<file path="src/rtl/core_wb_pkg.sv">
// +----------------------------------------------------------------------+
// | core_wb_pkg : shared types for the register-file write-back control  |
// | Rev 1.0                                                              |
// +----------------------------------------------------------------------+
`default_nettype none

package core_wb_pkg;

  localparam int N_REQ = 3;

  typedef enum logic [1:0] {
    IDLE  = 2'd0,
    ISSUE = 2'd1,
    HOLD  = 2'd2
  } wb_state_e;

  typedef enum logic [1:0] {
    REQ_ALU = 2'd0,
    REQ_LD  = 2'd1,
    REQ_IN  = 2'd2
  } req_id_e;

  function automatic req_id_e onehot_to_id(input logic [N_REQ-1:0] oh);
    if (oh[2])      return REQ_IN;
    else if (oh[1]) return REQ_LD;
    else            return REQ_ALU;
  endfunction

endpackage

`default_nettype wire

</file>
<file path="src/rtl/core_wb_rr_arb.sv">
// +----------------------------------------------------------------------+
// | core_wb_rr_arb : combinational 3-way round-robin / fixed arbiter     |
// | Rev 1.0                                                              |
// +----------------------------------------------------------------------+
`default_nettype none

module core_wb_rr_arb
  import core_wb_pkg::*;
(
  input  logic [N_REQ-1:0] req_i,
  input  req_id_e          last_i,
  input  logic             rr_en_i,
  output logic [N_REQ-1:0] gnt_o
);

  logic [1:0] idx;
  logic       found;

  // Round-robin search begins just after the last grant; fixed mode starts at ALU.
  always_comb begin
    gnt_o = '0;
    found = 1'b0;
    idx   = '0;
    for (int k = 0; k < N_REQ; k++) begin
      idx = rr_en_i ? 2'((int'(last_i) + 1 + k) % N_REQ) : 2'(k);
      if (!found && req_i[idx]) begin
        gnt_o[idx] = 1'b1;
        found      = 1'b1;
      end
    end
  end

endmodule

`default_nettype wire

</file>
<file path="src/rtl/core_reg_wb_ctrl.sv">
// +----------------------------------------------------------------------+
// | core_reg_wb_ctrl : register-file write-port arbiter with 2-cycle hold |
// | Rev 1.0                                                              |
// +----------------------------------------------------------------------+
`default_nettype none

module core_reg_wb_ctrl
  import core_wb_pkg::*;
#(
  parameter int XLEN  = 32,
  parameter int AW    = 5,
  parameter int RR_EN = 1
) (
  input  logic            CLK,
  input  logic            RST_N,
  input  logic            ALU_REQ,
  input  logic [AW-1:0]   ALU_ADDR,
  input  logic [XLEN-1:0] ALU_DATA,
  output logic            ALU_ACK,
  input  logic            LD_REQ,
  input  logic [AW-1:0]   LD_ADDR,
  input  logic [XLEN-1:0] LD_DATA,
  output logic            LD_ACK,
  input  logic            IN_REQ,
  input  logic [AW-1:0]   IN_ADDR,
  input  logic [7:0]      IN_DATA,
  output logic            IN_ACK,
  output logic [AW-1:0]   WADDR,
  output logic            WE,
  output logic [XLEN-1:0] WDATA,
  output logic            INE,
  output logic [7:0]      INDATA,
  output logic            BUSY,
  output logic [AW-1:0]   PEND_ADDR
);

  wb_state_e        state_q;
  req_id_e          last_q;
  logic [N_REQ-1:0] ack_q;
  logic [AW-1:0]    waddr_q;
  logic [XLEN-1:0]  wdata_q;
  logic [7:0]       indata_q;
  logic             we_q;
  logic             ine_q;

  logic [N_REQ-1:0] w_gnt;
  req_id_e          w_gid;
  logic [AW-1:0]    w_gaddr;

  core_wb_rr_arb u_arb (
    .req_i   ({IN_REQ, LD_REQ, ALU_REQ}),
    .last_i  (last_q),
    .rr_en_i (RR_EN != 0),
    .gnt_o   (w_gnt)
  );

  always_comb begin
    w_gid = onehot_to_id(w_gnt);
    case (w_gid)
      REQ_LD:  w_gaddr = LD_ADDR;
      REQ_IN:  w_gaddr = IN_ADDR;
      default: w_gaddr = ALU_ADDR;
    endcase
  end

  // last_q resets to IN so the first round-robin search after reset starts at ALU.
  always_ff @(posedge CLK) begin
    if (!RST_N) begin
      state_q  <= IDLE;
      last_q   <= REQ_IN;
      ack_q    <= '0;
      waddr_q  <= '0;
      wdata_q  <= '0;
      indata_q <= '0;
      we_q     <= 1'b0;
      ine_q    <= 1'b0;
    end else begin
      ack_q <= '0;
      we_q  <= 1'b0;
      ine_q <= 1'b0;
      case (state_q)
        ISSUE: state_q <= (waddr_q == '0) ? IDLE : HOLD;
        default: begin
          if (|w_gnt) begin
            state_q <= ISSUE;
            last_q  <= w_gid;
            ack_q   <= w_gnt;
            waddr_q <= w_gaddr;
            if (w_gid == REQ_IN) begin
              indata_q <= IN_DATA;
              ine_q    <= (w_gaddr != '0);
            end else begin
              wdata_q <= (w_gid == REQ_LD) ? LD_DATA : ALU_DATA;
              we_q    <= (w_gaddr != '0);
            end
          end else begin
            state_q <= IDLE;
          end
        end
      endcase
    end
  end

  assign ALU_ACK   = ack_q[0];
  assign LD_ACK    = ack_q[1];
  assign IN_ACK    = ack_q[2];
  assign WADDR     = waddr_q;
  assign WDATA     = wdata_q;
  assign INDATA    = indata_q;
  assign WE        = we_q;
  assign INE       = ine_q;
  assign BUSY      = (state_q != IDLE);
  assign PEND_ADDR = BUSY ? waddr_q : '0;

endmodule

`default_nettype wire

</file>
<file path="config.mk">
export PLATFORM = sky130hd
export DESIGN_NAME = core_reg_wb_ctrl
export DESIGN_NICKNAME = d
export VERILOG_FILES = /design/src/rtl/core_wb_pkg.sv /design/src/rtl/core_wb_rr_arb.sv /design/src/rtl/core_reg_wb_ctrl.sv
export SDC_FILE = /design/constraint.sdc
export NUM_CORES = 1
export LEC_CHECK = 0
export ABC_CLOCK_PERIOD_IN_PS = 3180
export CORE_MARGIN = 3
export CORE_UTILIZATION = 39
export CTS_CLUSTER_SIZE = 24
export DETAILED_ROUTE_END_ITERATION = 12
export GPL_ROUTABILITY_DRIVEN = 1
export GPL_TIMING_DRIVEN = 0
export PLACE_DENSITY = 0.9
export SYNTH_ARGS = -nofsm -noshare
export SYNTH_HDL_FRONTEND = slang
export SYNTH_HIERARCHICAL = 1
export SYNTH_SLANG_ARGS = --single-unit
</file>
<file path="constraint.sdc">
create_clock -name CLK -period 3.18 [get_ports CLK]
set_clock_uncertainty 0.15 [all_clocks]
set_input_delay 0.477 -clock CLK [delete_from_list [all_inputs] [get_ports CLK]]
set_output_delay 0.477 -clock CLK [all_outputs]
set_load 0.005 [all_outputs]
</file>
==> job_summary.md <==
## Synthesis and layout report

| Metric | Value |
|---|---|
| Clock period minus worst slack | 2820 ps |
| DR pass1 iterations | 4 |
| Status | complete, no violations |
| Pwr top | combinational logic |
| Post-Synth AOI/OAI Area | 20.07% |
| Cell Int Power | 2279 uW |
| Hold Buf Count CTS | 0 |
| Most frequent logic cell in the layout | clkdlybuf4s50_1 |
| Leading area contributor after synthesis | dfxtp_1 |
| Cell Chain, Critical Path | inv_1 > ha_1 > clkbuf_2 > nand4_1 > o221ai_2 > o22ai_1 > nand2b_1 > buf_4 > buf_8 > mux2i_1 > nand2_1 > o211a_1 |
| GP Congestion | 0.8362 |
| Core box area | 6568 sq um |
| Arr. time, crit path | 2870 ps |
| Clk. pwr | 370 uW |
| Yosys warnings | 6 |
| Gate Count Post-Synth | 282 |
| Die Width | between 80 and 90 um |
| Startpoint types | flop |
| Insertion Delay late pin | approximately 300 ps |
| Setup bufs post-CTS | 0 |
| RSZ-0062 raised after global routing | false |
| Power Sequential | approximately 1100 uW |
| Log Warnings | 27 |
| Vias in the first global route | 2,529 |
| Pwr Total | 3670 uW |
| Total Wirelength | 7573 um |
| Pre-CTS setup slack | 112.2 ps |
| Switching part of the total | 37.90% |
| Final Slew Violations | 0 |
| Post-route setup slack | 360.2 ps |
| Most common cell in the synthesized netlist | dfxtp_1 |
| # IOs | 148 |
| Setup violators final | 0 |
| CTS Buffer Depth | 2 |
| Power density cells | 837.2 nW/um^2 |
| Largest net degree at the start of global routing | 17 |
| CP max stage cell | o22ai_1 |
| Fa+ha+maj area frac | 0.9187% |
| Largest stage delay, worst path | about 460 ps |
| Mux cell area share | around 16% |
==> stage by stage <==
step / instance area [sq um] / hold WS [ps] / instances
after floorplan: 2724 / 310.0 / 282
after global placement: 4302 / 300.7 / 521
after detailed placement: 4302 / 306.9 / 521
after CTS: 4384 / 320.6 / 528
after global routing: 4384 / 365.0 / 528
final: 4384 / 319.8 / 528
==> flip-flops by register name, summed over array words and instances, names as in the netlist <==
signal / count
INDATA: 8
WADDR: 5
state_q: 2
INE: 1
WE: 1
WDATA: 32
ack_q: 3
last_q: 2
==> final timing paths <==
path / from / to / slack [ps] / depth (start not counted)
setup reg to reg: last_q[0] / WDATA[11] / 360 / 12
hold / removal: INDATA[4] / INDATA[4] / 320 / 2
hold reg to reg: INDATA[4] / INDATA[4] / 320 / 2
setup / recovery: last_q[0] / WDATA[11] / 360 / 12
==> layer usage <==
layer	global-route usage, %	part of all wire (%)
met3	5.657	10
met5	0	0
met4	4.601	1.3
met1	22.39	39
met2	32.91	49
==> critical path, delay by kind of cell (launching register included) <==
family / cells / cell delay, ps
compound gates: 3 / 710
fa+ha+maj: 1 / 280
simple gates: 3 / 400
mux: 1 / 240
flops: 1 / 360
buf+inv: 4 / 580
==> kinds of logic after synthesis <==
logic type	after synthesis
AOI/OAI and AO/OA	62
other	1
DFF	54
adders and majority gates	2
buffers and inverters	31
muxes	43
and+or+nand+nor	89
==> cell type report <==
type | instances | area, sq um | share of cell area, %
Timing Repair Buffer | 146 | 1461 | 33.33
Multi-Input combinational cell | 197 | 1451 | 33.11
Sequential cell | 54 | 1081 | 24.66
Buffer | 23 | 161.4 | 3.682
Tap cell | 93 | 116.4 | 2.654
Clock buffer | 5 | 68.82 | 1.570
Inverter | 8 | 30.03 | 0.6849
Clock inverter | 2 | 13.76 | 0.3139
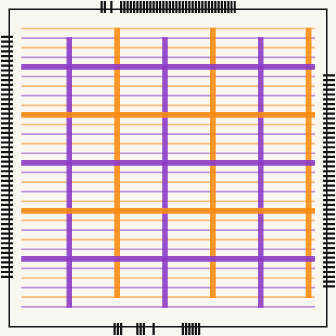
(images/pdn.png)
Pins as bars on the die edge.
Key: VDD = orange; VSS = purple
6 straps on met4. 148 signal pins sit on the boundary. 30 met1 rails follow the rows. The core has 29 rows. 5 straps on met5.

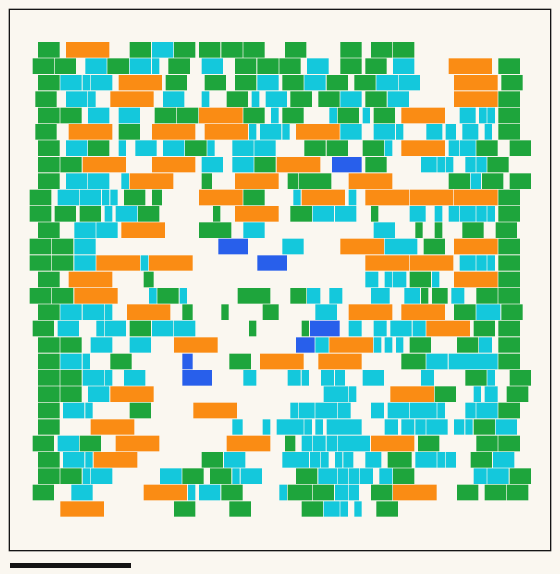
(images/cell_classes.png)
Bar = 20 um.
Key: flip-flops = orange [cells 54, share of their area 25%]; clock drivers and dummy loads = blue [cells 7, share of their area 1.9%]; all other logic = cyan [cells 205, share of their area 35%]; other buffers and delay cells = green [cells 169, share of their area 38%]

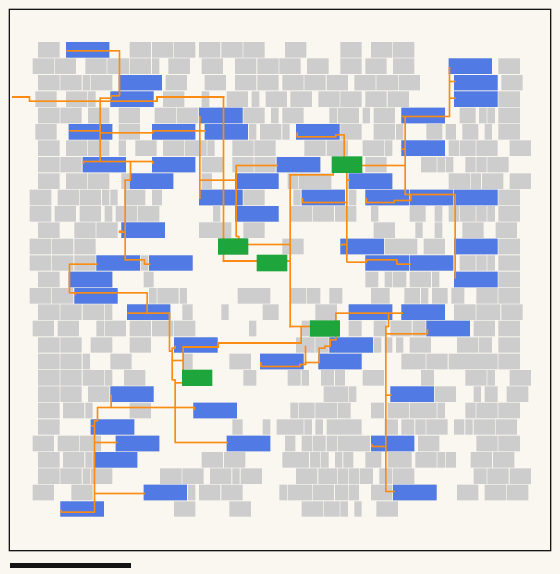
(images/clock_map.png)
Bar = 20 um.
Key: flip-flops = blue [count 54]; clock wires = orange [length 613 um]; cells driving clock nets = green [count 5]
Position of the flops: widely spread.

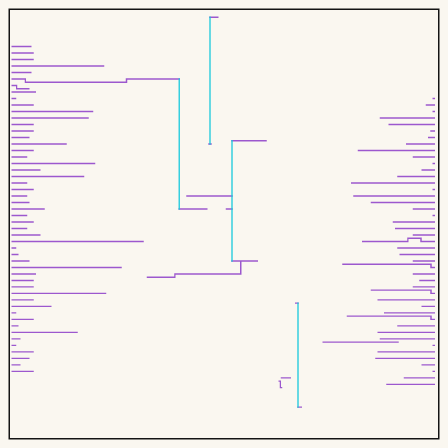
(images/metal_stack.png)
Only two layers are drawn.
Key: met3 = purple [wire length 766 um]; met4 = cyan [wire length 101 um]
DR WL/cell: 14.34 um
via count: 2,599
Tot GR Track Use: 18.77%

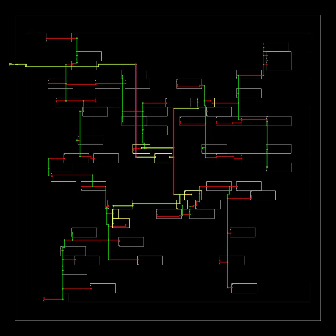
(images/final_clocks.png)
CTS Buf Count: 5
Seq cells: 54

Power and IR drop assume default switching activity.
